<file path="src/rtl/cpu_pkg.sv">
// Shared CPU definitions: redirect-select encodings, fetch FSM states and
// the default reset fetch address.
package cpu_pkg;

  typedef enum logic [1:0] {
    PC_SEQ = 2'b00,
    PC_BR  = 2'b01,
    PC_J   = 2'b10,
    PC_JR  = 2'b11
  } pc_src_e;

  typedef enum logic [1:0] {
    RST  = 2'b00,
    REQ  = 2'b01,
    HOLD = 2'b10,
    KILL = 2'b11
  } fetch_state_e;

  localparam logic [31:0] DEFAULT_RESET_PC = 32'h0000_0000;

  // Instruction addresses are always word aligned.
  function automatic logic [31:0] word_align(input logic [31:0] addr);
    return {addr[31:2], 2'b00};
  endfunction

endpackage

</file>
<file path="src/rtl/fetch_skid_buf.sv">
// One-entry skid register: parks a fetched instruction and its PC+4 when
// the IF/ID register cannot accept it. Flush wins over load and drain.
module fetch_skid_buf (
  input  logic        clk,
  input  logic        rst_n,
  input  logic        load,
  input  logic        drain,
  input  logic        flush,
  input  logic [31:0] instr_in,
  input  logic [31:0] pcadd4_in,
  output logic        valid,
  output logic [31:0] instr,
  output logic [31:0] pcadd4
);

  // Skid entry: flush on redirect, capture on load, release on drain.
  always_ff @(posedge clk or negedge rst_n) begin
    // NOTE: state is written with <= so every flop samples pre-edge values.
    if (!rst_n) begin
      valid  <= 1'b0;
      // NOTE: data is reset too; one word is cheap and keeps X out of IF/ID.
      instr  <= '0;
      pcadd4 <= '0;
    end else if (flush) begin
      valid <= 1'b0;
    end else if (load) begin
      valid  <= 1'b1;
      instr  <= instr_in;
      pcadd4 <= pcadd4_in;
    end else if (drain) begin
      valid <= 1'b0;
    end
  end

endmodule

</file>
<file path="src/rtl/pc_fetch_unit.sv">
// Instruction-fetch stage: PC register, next-PC selection, req/ack
// instruction-memory port, skid buffer and the IF/ID pipeline register.
module pc_fetch_unit
  import cpu_pkg::*;
#(
  parameter logic [31:0] RESET_PC = DEFAULT_RESET_PC
) (
  input  logic        Clk,
  input  logic        Clrn,
  input  logic [1:0]  PCSrc,
  input  logic [31:0] BranchPC,
  input  logic [31:0] JumpPC,
  input  logic [31:0] JrPC,
  input  logic        Stall,
  output logic        IReq,
  output logic [31:0] IAddr,
  input  logic        IAck,
  input  logic [31:0] IData,
  output logic        IdValid,
  output logic [31:0] IdInstr,
  output logic [31:0] IdPCADD4
);

  fetch_state_e state, state_nxt;
  logic [31:0]  pc, pc_nxt, pc_add4;
  logic [31:0]  kill_addr, kill_addr_nxt;
  logic [31:0]  target;
  logic         redirect, accept, complete;
  logic         id_load, skid_load, skid_drain;
  logic         skid_valid;
  logic [31:0]  skid_instr, skid_pcadd4;

  assign pc_add4  = pc + 32'd4;
  assign redirect = (PCSrc != PC_SEQ);
  assign accept   = !IdValid || !Stall;

  // KILL keeps presenting the abandoned address until its ack arrives.
  assign IReq     = (state == REQ) || (state == KILL);
  assign IAddr    = (state == KILL) ? kill_addr : pc;
  assign complete = IReq && IAck;

  // Redirect target select, forced to a word boundary.
  always_comb begin
    target = pc_add4;
    case (pc_src_e'(PCSrc))
      PC_BR:   target = word_align(BranchPC);
      PC_J:    target = word_align(JumpPC);
      PC_JR:   target = word_align(JrPC);
      default: target = pc_add4;
    endcase
  end

  // Next-state, next-PC and datapath enables; redirect overrides everything.
  always_comb begin
    // NOTE: defaults first so no path leaves a signal unassigned (no latches).
    state_nxt     = state;
    pc_nxt        = pc;
    kill_addr_nxt = kill_addr;
    id_load       = 1'b0;
    skid_load     = 1'b0;
    skid_drain    = 1'b0;
    if (redirect) begin
      pc_nxt = target;
      if (state == REQ && !IAck) begin
        state_nxt     = KILL;
        kill_addr_nxt = pc;
      end else if (state == KILL && !IAck) begin
        state_nxt = KILL;
      end else begin
        state_nxt = REQ;
      end
    end else begin
      case (state)
        RST: state_nxt = REQ;
        REQ: begin
          if (complete) begin
            pc_nxt = pc_add4;
            if (accept) begin
              id_load = 1'b1;
            end else begin
              skid_load = 1'b1;
              state_nxt = HOLD;
            end
          end
        end
        HOLD: begin
          if (accept) begin
            skid_drain = 1'b1;
            state_nxt  = REQ;
          end
        end
        KILL: begin
          if (IAck) state_nxt = REQ;
        end
        default: state_nxt = RST;
      endcase
    end
  end

  // FSM state, PC and the address of a request being killed.
  always_ff @(posedge Clk or negedge Clrn) begin
    if (!Clrn) begin
      state     <= RST;
      pc        <= RESET_PC;
      kill_addr <= RESET_PC;
    end else begin
      state     <= state_nxt;
      pc        <= pc_nxt;
      kill_addr <= kill_addr_nxt;
    end
  end

  // IF/ID register: fill from memory or skid, drop when consumed with no refill.
  always_ff @(posedge Clk or negedge Clrn) begin
    if (!Clrn) begin
      IdValid  <= 1'b0;
      IdInstr  <= '0;
      IdPCADD4 <= '0;
    end else if (redirect) begin
      IdValid <= 1'b0;
    end else if (id_load) begin
      IdValid  <= 1'b1;
      IdInstr  <= IData;
      IdPCADD4 <= pc_add4;
    end else if (skid_drain) begin
      IdValid  <= 1'b1;
      IdInstr  <= skid_instr;
      IdPCADD4 <= skid_pcadd4;
    end else if (accept) begin
      IdValid <= 1'b0;
    end
  end

  fetch_skid_buf u_skid (
    .clk       (Clk),
    .rst_n     (Clrn),
    .load      (skid_load),
    .drain     (skid_drain),
    .flush     (redirect),
    .instr_in  (IData),
    .pcadd4_in (pc_add4),
    .valid     (skid_valid),
    .instr     (skid_instr),
    .pcadd4    (skid_pcadd4)
  );

endmodule

</file>
<file path="config.mk">
export PLATFORM = sky130hd
export DESIGN_NAME = pc_fetch_unit
export DESIGN_NICKNAME = d
export VERILOG_FILES = /design/src/rtl/cpu_pkg.sv /design/src/rtl/fetch_skid_buf.sv /design/src/rtl/pc_fetch_unit.sv
export SDC_FILE = /design/constraint.sdc
export NUM_CORES = 1
export LEC_CHECK = 0
export CELL_PAD_IN_SITES_DETAIL_PLACEMENT = 1
export CELL_PAD_IN_SITES_GLOBAL_PLACEMENT = 2
export CORE_MARGIN = 2
export CORE_UTILIZATION = 31
export CTS_BUF_LIST = sky130_fd_sc_hd__clkbuf_16
export CTS_CLUSTER_DIAMETER = 60
export DETAILED_ROUTE_END_ITERATION = 6
export PLACE_DENSITY_LB_ADDON = 0.3
export SYNTH_ARGS = -nofsm -noshare
export SYNTH_HDL_FRONTEND = slang
export SYNTH_SLANG_ARGS = --single-unit
</file>
<file path="constraint.sdc">
create_clock -name Clk -period 3.05 [get_ports Clk]
set_input_delay 0.915 -clock Clk [delete_from_list [all_inputs] [get_ports Clk]]
set_output_delay 0.915 -clock Clk [all_outputs]
set_load 0.005 [all_outputs]
</file>
### Where the registers sit

Scale: 3 px per um. Other sequential cells in the stronger grey, the rest of the logic in the fainter grey.
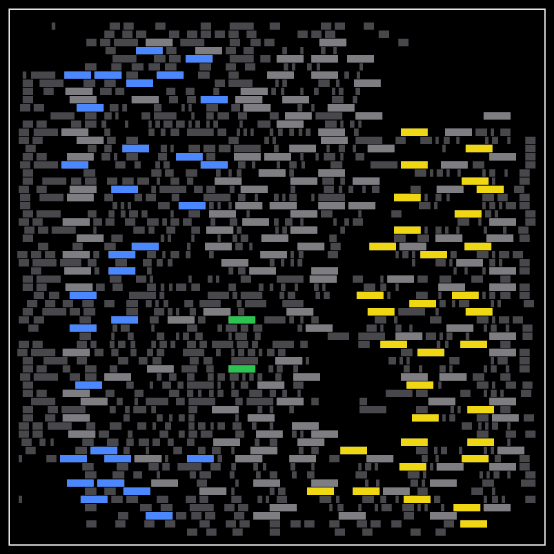
| colour | signal | flops |
|---|---|---|
| yellow | u_skid.instr | 32 |
| blue | kill_addr | 30 |
| green | state | 2 |
flip-flop and latch area: 4680 um2
power attributed to sequential cells: 0.00320 W
core utilization of the finished layout: 43.0%
sequential share of cell area: 36.6%

### M4 wires

Scale: 3 px per um. Supply wires on this layer in grey.
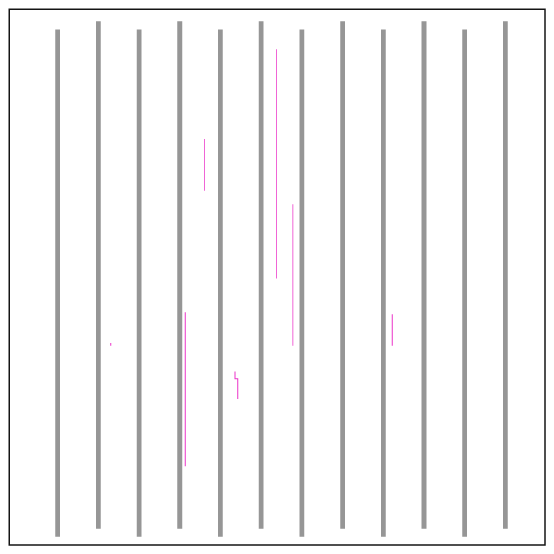
wire length on this layer: 212 um
longest straight run: 76.2 um
main direction: vertical
nets with wire on the layer: 4
share of all routed wire: 0.79%

==> flow_metrics.py <==
# Physical implementation metrics
metrics = {
    "synthesis": {
        "netlist_instances": 873,
        "xor_area_share_pct": 4.66,
        "synth.lib_cells_used.distinct": 55,
        "yosys_cells": 873,
        "numSynthFlops": 187,
        "enable_flop_cells": 0,
        "yosys.area_share.adder_pct": 0.133,
    },
    "timing": {
        "final.hold.worst_slack_ps": 435,
        "maxClockFrequency_ghz": 0.339,
        "setup-tns-final_ps": 0,
        "finClkSkew_ps": 11.3,
        "period_used_pct": 96.7,
        "setup_viol_count_final": 0,
        "final_critical_path_setup_slack_ps": 101,
        "max_slew.worst_pin.slew_ps": 571,
    },
    "power_and_ir_drop": {
        "p_comb_w": 0.00187,
        "sw_frac_of_total_pct": 28.6,
        "power.clock.fraction_pct": 29.2,
        "vdd_drop_max_v": 0.000371,
        "power.clock.total_w": 0.00209,
        "power.largest_group": "registers",
    },
    "placed_design": {
        "globalplace.congestion": 0.796,
        "io_buffers": 221,
    },
    "outcome": {
        "outcome": "finished clean",
    },
    "clocking": {
        "cts_buffers": 17,
        "largest_buffer_count_on_any_clock_path": 2,
        "tritoncts_num_sinks": 187,
        "clock_tree.htree_level_count": 4,
    },
    "cells_and_area": {
        "layout-drive-gt1-share_pct": 19.7,
        "largest_class": "flip-flops and latches",
        "num-clock-buffers": 17,
        "n_all_inverters": 3,
        "layout.sequential_cells": 187,
        "fin_area_um2": 12800,
    },
    "grt": {
        "grtUsageMet1_pct": 23.3,
        "gr-total-overflow": 0,
        "maximum_number_of_pins_on_one_net_before_global_route_repair": 65,
    },
    "worst_setup_path": {
        "reg2reg_to": "pc[26]",
        "cp_data_required_time_ps": 2130,
        "setup.worst_path.end": "IAddr[12]",
        "start_kind": "flop",
        "worst_path_largest_cell_delay_ps": 490,
        "crit_arrival_ps": 2030,
    },
    "route": {
        "vias_per_cell": 4.90,
        "met3_wirelength_um": 1790,
        "met2_wl_post_dr_um": 12400,
        "drt-met1-wl_um": 12300,
        "total_length_of_routed_wires_um": 26700,
        "drt_iter0_markers": 376,
        "route.detailed.wl_per_inst_um": 18.0,
    },
    "floorplan": {
        "fp.dieH_um": 178,
        "boundaryPins": 232,
        "total_core_area_um2": 29700,
    },
    "job": {
        "max-cap-violations": 0,
    },
    "worst_hold_path": {
        "hp-class": "input pin to async pin",
    },
}
### Routed metal, one colour a layer

Scale: 3 px per um. Only two layers are drawn.
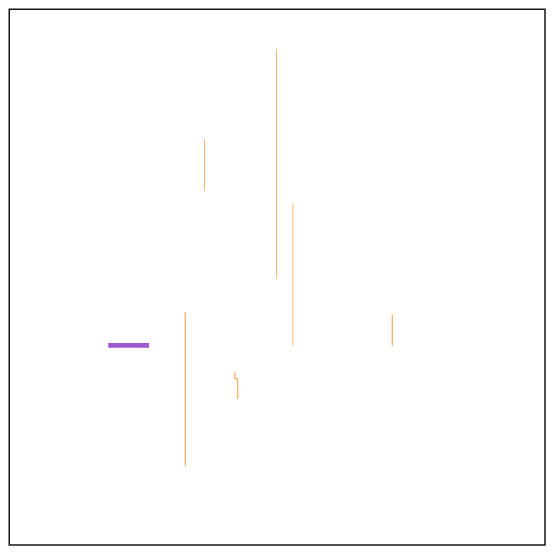
| colour | layer | wire length |
|---|---|---|
| purple | met5 | 12.0 um |
| orange | met4 | 212 um |

[per-stage QoR]
stage	power, W	instances
floorplan	0.00400	876
global placement	0.00510	1450
detailed placement	0.00515	1450
CTS	0.00728	1482
global route	0.00759	1483
finish	0.00716	1483
[state kept, by name, indices dropped and copies added, names as in the netlist]
register,cells
IdPCADD4,30
IdValid,1
kill_addr,30
IdInstr,32
state,2
u_skid.pcadd4,30
u_skid.instr,32
pc,30
[critical path, delay by kind of cell (launching register included)]
kind,cells,cell delay (ps)
and+or+nand+nor,1,170
buffers and inverters,2,680
muxes,1,350
DFF,1,400
[timing repair]
action                     in CTS  in global routing
hold buffers                    0                  0
setup endpoints to repair       0                 12
gates resized                   0                  1
Power is estimated from default activity; no workload was simulated.
